File: src/rtl/game_flow_controller.sv
// Race flow sequencer: menu -> countdown -> race -> finished -> menu.
// Owns movement gating, position clears, the winner latch and the screen select.
//
// state     | meaning
// MENU      | idle; waits for start_btn
// COUNTDOWN | counting down before the race; movement gated
// RACE      | players may advance; watching for finishers
// FINISHED  | winner shown for a fixed hold time
module game_flow_controller #(
    parameter int unsigned MAX_POS               = 109,
    parameter int unsigned COUNTDOWN_STEP_CYCLES = 12000000,
    parameter int unsigned COUNTDOWN_STEPS       = 3,
    parameter int unsigned FINISH_HOLD_CYCLES    = 60000000
) (
    input  logic       clk,
    input  logic       reset,
    input  logic       start_btn,
    input  logic [6:0] green_cur_pos,
    input  logic [6:0] red_cur_pos,
    input  logic [6:0] blue_cur_pos,
    input  logic [6:0] yellow_cur_pos,
    output logic       is_in_menu,
    output logic       race_enable,
    output logic       positions_clear,
    output logic [1:0] current_screen,
    output logic [1:0] countdown_value,
    output logic [3:0] winner
);

    localparam int unsigned STEP_W = $clog2(COUNTDOWN_STEP_CYCLES > 1 ? COUNTDOWN_STEP_CYCLES : 2);
    localparam int unsigned HOLD_W = $clog2(FINISH_HOLD_CYCLES > 1 ? FINISH_HOLD_CYCLES : 2);

    localparam logic [STEP_W-1:0] STEP_LAST = STEP_W'(COUNTDOWN_STEP_CYCLES - 1);
    localparam logic [HOLD_W-1:0] HOLD_LAST = HOLD_W'(FINISH_HOLD_CYCLES - 1);
    localparam logic [6:0]        FINISH_POS = 7'(MAX_POS);
    localparam logic [1:0]        CD_START   = 2'(COUNTDOWN_STEPS);

    typedef enum logic [1:0] {
        MENU      = 2'd0,
        COUNTDOWN = 2'd1,
        RACE      = 2'd2,
        FINISHED  = 2'd3
    } state_t;

    state_t             state, state_n;
    logic [STEP_W-1:0]  step_cnt, step_cnt_n;
    logic [HOLD_W-1:0]  hold_cnt, hold_cnt_n;
    logic [1:0]         countdown_n;
    logic [3:0]         winner_n;
    logic               clear_n;
    logic [3:0]         finishers;

    assign finishers = {yellow_cur_pos >= FINISH_POS,
                        blue_cur_pos   >= FINISH_POS,
                        red_cur_pos    >= FINISH_POS,
                        green_cur_pos  >= FINISH_POS};

    always_comb begin
        state_n     = state;
        step_cnt_n  = step_cnt;
        hold_cnt_n  = hold_cnt;
        countdown_n = countdown_value;
        winner_n    = winner;
        clear_n     = 1'b0;
        case (state)
            MENU: begin
                if (start_btn) begin
                    state_n     = COUNTDOWN;
                    clear_n     = 1'b1;
                    countdown_n = CD_START;
                    step_cnt_n  = '0;
                    winner_n    = 4'b0000;
                end
            end
            COUNTDOWN: begin
                if (step_cnt == STEP_LAST) begin
                    step_cnt_n = '0;
                    if (countdown_value == 2'd1) begin
                        state_n     = RACE;
                        countdown_n = 2'd0;
                    end else begin
                        countdown_n = countdown_value - 2'd1;
                    end
                end else begin
                    step_cnt_n = step_cnt + 1'b1;
                end
            end
            RACE: begin
                if (|finishers) begin
                    state_n    = FINISHED;
                    winner_n   = finishers;
                    hold_cnt_n = '0;
                end
            end
            FINISHED: begin
                if (hold_cnt == HOLD_LAST) begin
                    state_n    = MENU;
                    clear_n    = 1'b1;
                    hold_cnt_n = '0;
                end else begin
                    hold_cnt_n = hold_cnt + 1'b1;
                end
            end
            default: state_n = MENU;
        endcase
    end

    // Outputs are decoded from the next state so they change on the same edge as the state.
    always_ff @(posedge clk) begin
        if (reset) begin
            state           <= MENU;
            step_cnt        <= '0;
            hold_cnt        <= '0;
            countdown_value <= 2'd0;
            winner          <= 4'b0000;
            positions_clear <= 1'b0;
            is_in_menu      <= 1'b1;
            race_enable     <= 1'b0;
            current_screen  <= 2'b00;
        end else begin
            state           <= state_n;
            step_cnt        <= step_cnt_n;
            hold_cnt        <= hold_cnt_n;
            countdown_value <= countdown_n;
            winner          <= winner_n;
            positions_clear <= clear_n;
            is_in_menu      <= (state_n == MENU);
            race_enable     <= (state_n == RACE);
            case (state_n)
                MENU:      current_screen <= 2'b00;
                RACE:      current_screen <= 2'b01;
                FINISHED:  current_screen <= 2'b10;
                default:   current_screen <= 2'b11;
            endcase
        end
    end

endmodule
File: config.mk
export PLATFORM = sky130hd
export DESIGN_NAME = game_flow_controller
export DESIGN_NICKNAME = d
export VERILOG_FILES = /design/src/rtl/game_flow_controller.sv
export SDC_FILE = /design/constraint.sdc
export NUM_CORES = 1
export LEC_CHECK = 0
export CAP_MARGIN = 30
export CELL_PAD_IN_SITES_DETAIL_PLACEMENT = 2
export CELL_PAD_IN_SITES_GLOBAL_PLACEMENT = 2
export CORE_MARGIN = 10
export CORE_UTILIZATION = 33
export DETAILED_ROUTE_END_ITERATION = 6
export PLACE_DENSITY_LB_ADDON = 0.1
export SLEW_MARGIN = 20
export SYNTH_ARGS = -nofsm -noshare
export SYNTH_HDL_FRONTEND = slang
export SYNTH_SLANG_ARGS = --single-unit
File: constraint.sdc
create_clock -name clk -period 2.35 [get_ports clk]
set_clock_uncertainty 0.1 [all_clocks]
set_input_delay 0.47 -clock clk [delete_from_list [all_inputs] [get_ports clk]]
set_output_delay 0.47 -clock clk [all_outputs]
set_load 0.01 [all_outputs]
Fig. 1: routing congestion
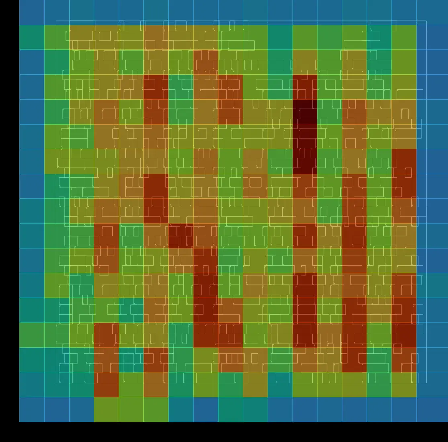
met3 GRT Util: 0.0360
Routed wire per std cell: 19.7 µm
GR Util met2: 0.325

Fig. 2: sequential cells colored by netlist name
(4 px per µm)
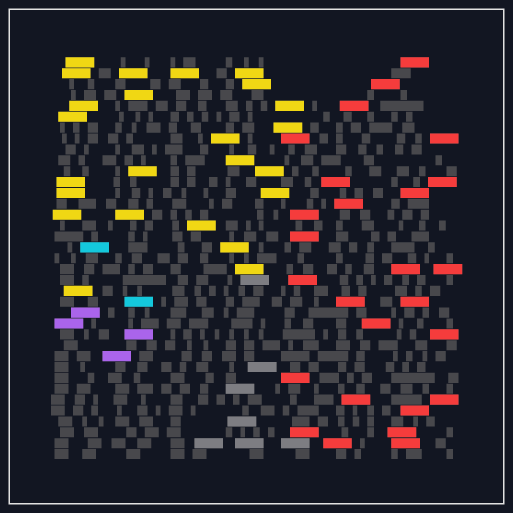
| color | name in the netlist | sequential cells |
|---|---|---|
| cyan | countdown_value | 2 |
| purple | winner | 4 |
| red | hold_cnt | 26 |
| yellow | step_cnt | 24 |
not colored: 7
Reg area: 1260 µm²
Final Util: 0.460
flop share of the area: 0.264
seq pwr: 1.09 mW

Fig. 3: metal 2
(2 px per µm) Cells faint in the background.
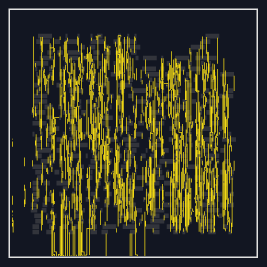
wire length on this layer: 6780 µm
share of all routed wire: 52%
Vias: 3761
WL final: 13200 µm

==> metrics.yaml <==
die_w_um: 123
wl_met3_um: 327
setup.worst_path.end_class: "flip-flop"
drc: 0
synth.cells.most_frequent: "63 x dfxtp_1, 49 x nor2_1, 47 x a21oi_1"
adder_share: 0.0249
ys_sh_xor: 0.0398
grt_pass1_wl_um: 21900
hold_depth: 2
maxPowerGroup: "clock"
hold_buffers: 0
setup_ws_ns: 0.0543
path_depth: 8
min_period_over_period: 0.977
ant_nets: 0
dp_slack_ns: -0.296
tritoncts: "built"
yosysUniqueCellTypes: 61
cpMostUsedCell: "a21oi_1"
post-route-cell-area_um2: 4770
wl_met1_um: 5740
routed.top_layer: "met4"
total_power_mw: 2.58
post_cts_resized: 1
rr_endpoint: "hold_cnt[6]$_SDFFE_PP0P_"
topCellsByArea: "dfxtp_1 36%, a21oi_1 6.7%, nor2_1 5.2%"
drv_cap: 0
dpl.hpwl_um: 9540
edf_count: 0
num_io_pins: 42
fin_nets: 565
p_int_mw: 1.95
relSlewSlack: 0.699
yosys_cells: 439
antenna_found_initial: 0
outcome: "completed"
crit_buf_inv: 2
wl_met2_um: 6780
syn_area_um2: 3520
inverters: 14
largestClassByArea: "multi-input combinational cells"
Power figures rest on the tool's default switching activity, not on a simulated workload.
